==> config.mk <==
export PLATFORM = sky130hd
export DESIGN_NAME = datapath_sequencer
export DESIGN_NICKNAME = d
export VERILOG_FILES = /design/src/rtl/datapath_pkg.sv /design/src/rtl/seq_prog_mem.sv /design/src/rtl/datapath_sequencer.sv
export SDC_FILE = /design/constraint.sdc
export NUM_CORES = 1
export LEC_CHECK = 0
export CAP_MARGIN = 20
export CORE_AREA = 4 4 245 247
export DETAILED_ROUTE_END_ITERATION = 10
export DIE_AREA = 0 0 249 251
export MAX_ROUTING_LAYER = met4
export PLACE_DENSITY_LB_ADDON = 0.08
export SLEW_MARGIN = 15
export SYNTH_ARGS = -nofsm -noshare
export SYNTH_HDL_FRONTEND = slang
export SYNTH_HIERARCHICAL = 1
export SYNTH_SLANG_ARGS = --single-unit
==> constraint.sdc <==
create_clock -name clk -period 4.1 [get_ports clk]
set_input_delay 0.615 -clock clk [delete_from_list [all_inputs] [get_ports clk]]
set_output_delay 0.615 -clock clk [all_outputs]
set_load 0.02 [all_outputs]
Run 1, nets reached from selected ports:
Scale: 2 px per um.
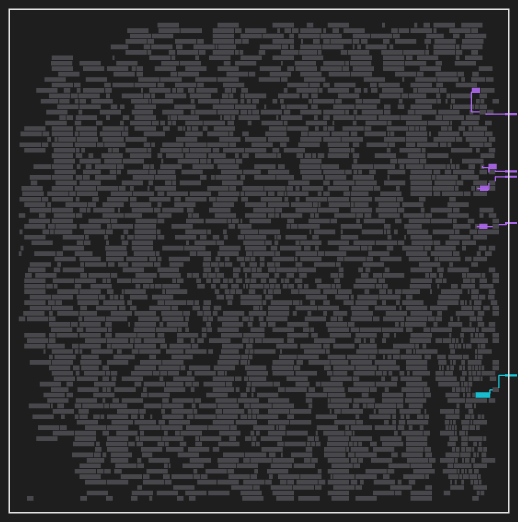
[Sel] purple | bits: 4 | direction: output | edge: right | end cells: 4 | buffers: 4 | wire: 69.4 um
[done] cyan | bits: 1 | direction: output | edge: right | end cells: 1 | buffers: 1 | wire: 13.5 um
# IOs: 62
IO Port Bufs: 61

Run 1, the clock network:
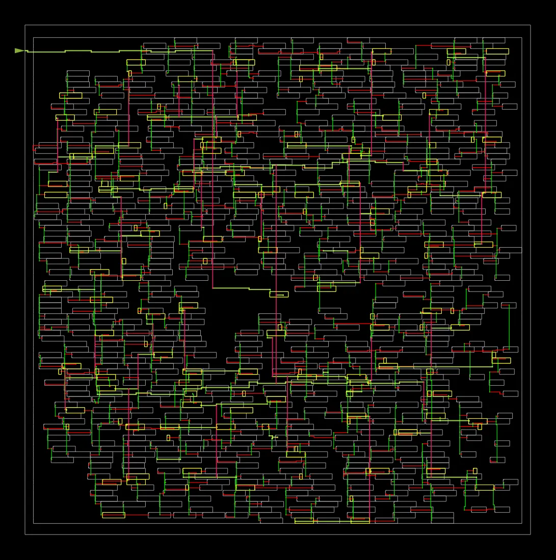
Inserted Clock Buffers: 84
CTS Sinks: 829

Run 1, wiring by layer:
Scale: 1.5 px per um.
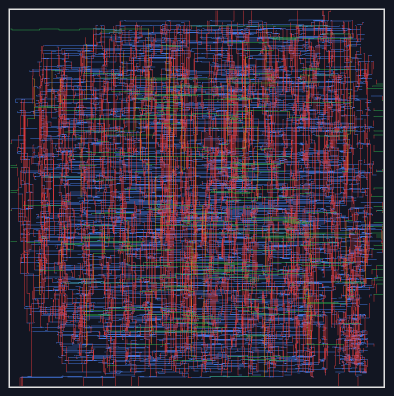
[met4] orange | wire length: 1830 um
[met2] red | wire length: 36.4 mm
[met1] blue | wire length: 32.8 mm
[met3] green | wire length: 5060 um
total track usage: 24.8%
WL/cell: 27.2 um
routed via count: 17264

==> run summary <==
impl run done, here's what came out: Clock Tree Root clkbuf_16, Final setup viols 0, worst reg2reg path depth 7, flop-to-flop setup slack 390 ps, min cycle time layout 3710 ps, Synth Cell Area 0.0320 sq mm, n_diodes 0, critical path's slowest cell nor4_1, crit end category register, antenna viol nets, final 0, Clock Skews 17.0 ps, part of the cycle the worst path needs 90.5%, Chip Area, Yosys 0.0320 sq mm, Area Overhead vs Synth 15.9%, Fmax about 0.27 GHz, Tool Warnings 30, post-CTS setup buffer count 0, global-route wire length before repair 111 mm, largest net degree at the start of global routing 57, gpl congestion 0.817, post-synthesis instance total between 1500 and 2000, crit-path max FO 24, worst skew pair latency about 630 ps, Post-synth EDFFs 792, clk buf depth 3, final hold slack 485 ps, Unique cell types ~54, die width between 200 and 250 um, Detailed Routing Iterations Pass 1 5, RSZ-0062 raised after global routing no, DRT Wirelength 76.1 mm, Worst-path clk slew 60 ps, grt ovf 0, routed vias/inst 6.17, Hold Path Cell Cnt 2, worst hold path class register to register, Final Hold Fails 0, Worst EP arrival 4000 ps, fraction of registers with async set or reset after synthesis 0%, min setup slack post-route 390 ps, CP required 4390 ps, grt met1 use 34.9%, # hold bufs at CTS 0, Setup crit start kind register, initial antenna violation count 1, met2 Use GR between 30% and 40%, PwrDens 497 mW/mm^2, layout cells sized above 1 15.2%, Post-CTS Resized 0, Place WS 142 ps, MaxCap Viol Count 0, Die H 251 um, Worst-Margin Slew 1100 ps, critical-path cell list nor2_4, mux2_2, or4b_1, buf_4, o22ai_1, nor4_1, nand2_1, Avg Cell Area, Syn 17.7 sq um, Dominant flop cell edfxtp_1, status finished, final reports clean, total nets after synthesis 1850, Fillers approximately 4000, Core Rows 88, met3 Usage GRT under 10%, nets 2002, CTS tree yes, gr busiest metal met2, Peak VDD IR 0.000379 V, fin. max-slew vios 0, DP Wirelength 43.1 mm, critical path's largest stage delay 770 ps, yosys stat cell total 1809, CTS HTree Levels 3, core area 0.0576 sq mm, max reg flops 768, vias in the first global route 16865, Slew Limit Headroom about a quarter, DRC viols 0, Syn. warnings 6, FP Util 55.7%, chip area 0.0625 sq mm, Lkg Pwr ~12 nW, ys flops 829, Seq/Total Area, Yosys 76.5%, Setup CP Type register to register, Starting DRT DRC Count 1452
==> run 1: cells in the mapped netlist (16+ instances only) <==
| library cell | instances | area, sq um |
|---|---|---|
| nor4_1 | 49 | 307 |
| dfxtp_1 | 37 | 741 |
| nand2_1 | 39 | 146 |
| edfxtp_1 | 792 | 23800 |
| buf_2 | 77 | 385 |
| o22ai_1 | 192 | 1200 |
| and2_1 | 19 | 119 |
| mux2_2 | 19 | 214 |
| clkbuf_1 | 16 | 60.1 |
| nor2_1 | 42 | 158 |
| mux2i_1 | 384 | 3840 |
==> run 1: logic make-up (layout without fill, tap and decap cells) <==
group	count (synthesis)	in the layout	share of synthesized area (%)
xor gates and xnor gates	4	4	0.109
buffers and inverters	118	339	1.96
and+or+nand+nor	214	214	3.79
DFF	829	829	76.5
AOI/OAI and AO/OA	234	234	4.68
adders and majority gates	7	7	0.273
muxes	403	404	12.7
==> run 1: worst max-delay path: cells and delay by family (launching register included) <==
kind                   cells  cell delay [ps]
muxes                      1              590
DFF                        1              430
AOI/OAI and AO/OA          1              100
and+or+nand+nor            4             1930
buffers and inverters      1              290
==> run 1: report_power, final <==
part	switching (mW)	internal, mW
combinational	0.838	0.497
sequential	0.0560	9.41
clock	3.10	4.56
total	4.00	14.5
==> run 1: per-layer routing <==
| metal | share of wire [%] | routed length [um] |
|---|---|---|
| met1 | 43 | 32800 |
| met2 | 48 | 36400 |
| met3 | 6.6 | 5060 |
| met4 | 2.4 | 1830 |
| met5 | 0 | 0 |
==> run 1: through the flow <==
stage	area, sq um	util, %	power [mW]	TNS (ps)	std cells
floorplan	32000	-	10.4	0	1809
global placement	34300	59.5	10.9	-215	2631
detailed placement	34300	59.6	11.0	0	2633
CTS	37100	64.4	18.6	0	2789
global route	37200	64.5	19.1	0	2796
finish	37200	64.5	18.5	0	2796
==> run 1: layout by cell type (no fill, tap or decap), types with 3 or more instances in the layout <==
cell type and count:
or3b_2 4, o22ai_1 192, buf_2 9, a211oi_1 3, buf_4 85, clkdlybuf4s50_1 52
nor2_4 29, and2_1 19, nor4_1 47, inv_1 12, clkbuf_1 16, mux2_2 18
clkinv_1 20, clkbuf_16 86, nand3b_1 4, edfxtp_1 792, nand2_1 39, nor3_1 8
or3_1 7, nor2_1 14, bufinv_16 11, clkinv_2 15, buf_12 17, o21ai_0 5
ha_1 7, buf_8 6, a21oi_1 11, a31oi_1 4, nand4bb_1 6, mux2i_1 384
dfxtp_1 37, nand4_1 3, inv_6 4, nand3_1 6, nand4b_1 4, or4b_1 4
nor3_2 4
==> run 1: cell type report <==
class                   instances  area (sq um)  share of cell area (%)
clock inverters                53           548                    1.47
flip-flops and latches        829         24500                    66.0
repair buffers                171          1670                    4.50
multi-input cells             863          7190                    19.3
inverters                      12          45.0                   0.121
clock buffers                 103          2230                    5.99
well taps                     765           957                    2.58
No activity file was given, so power comes from the tool's default toggle rates.
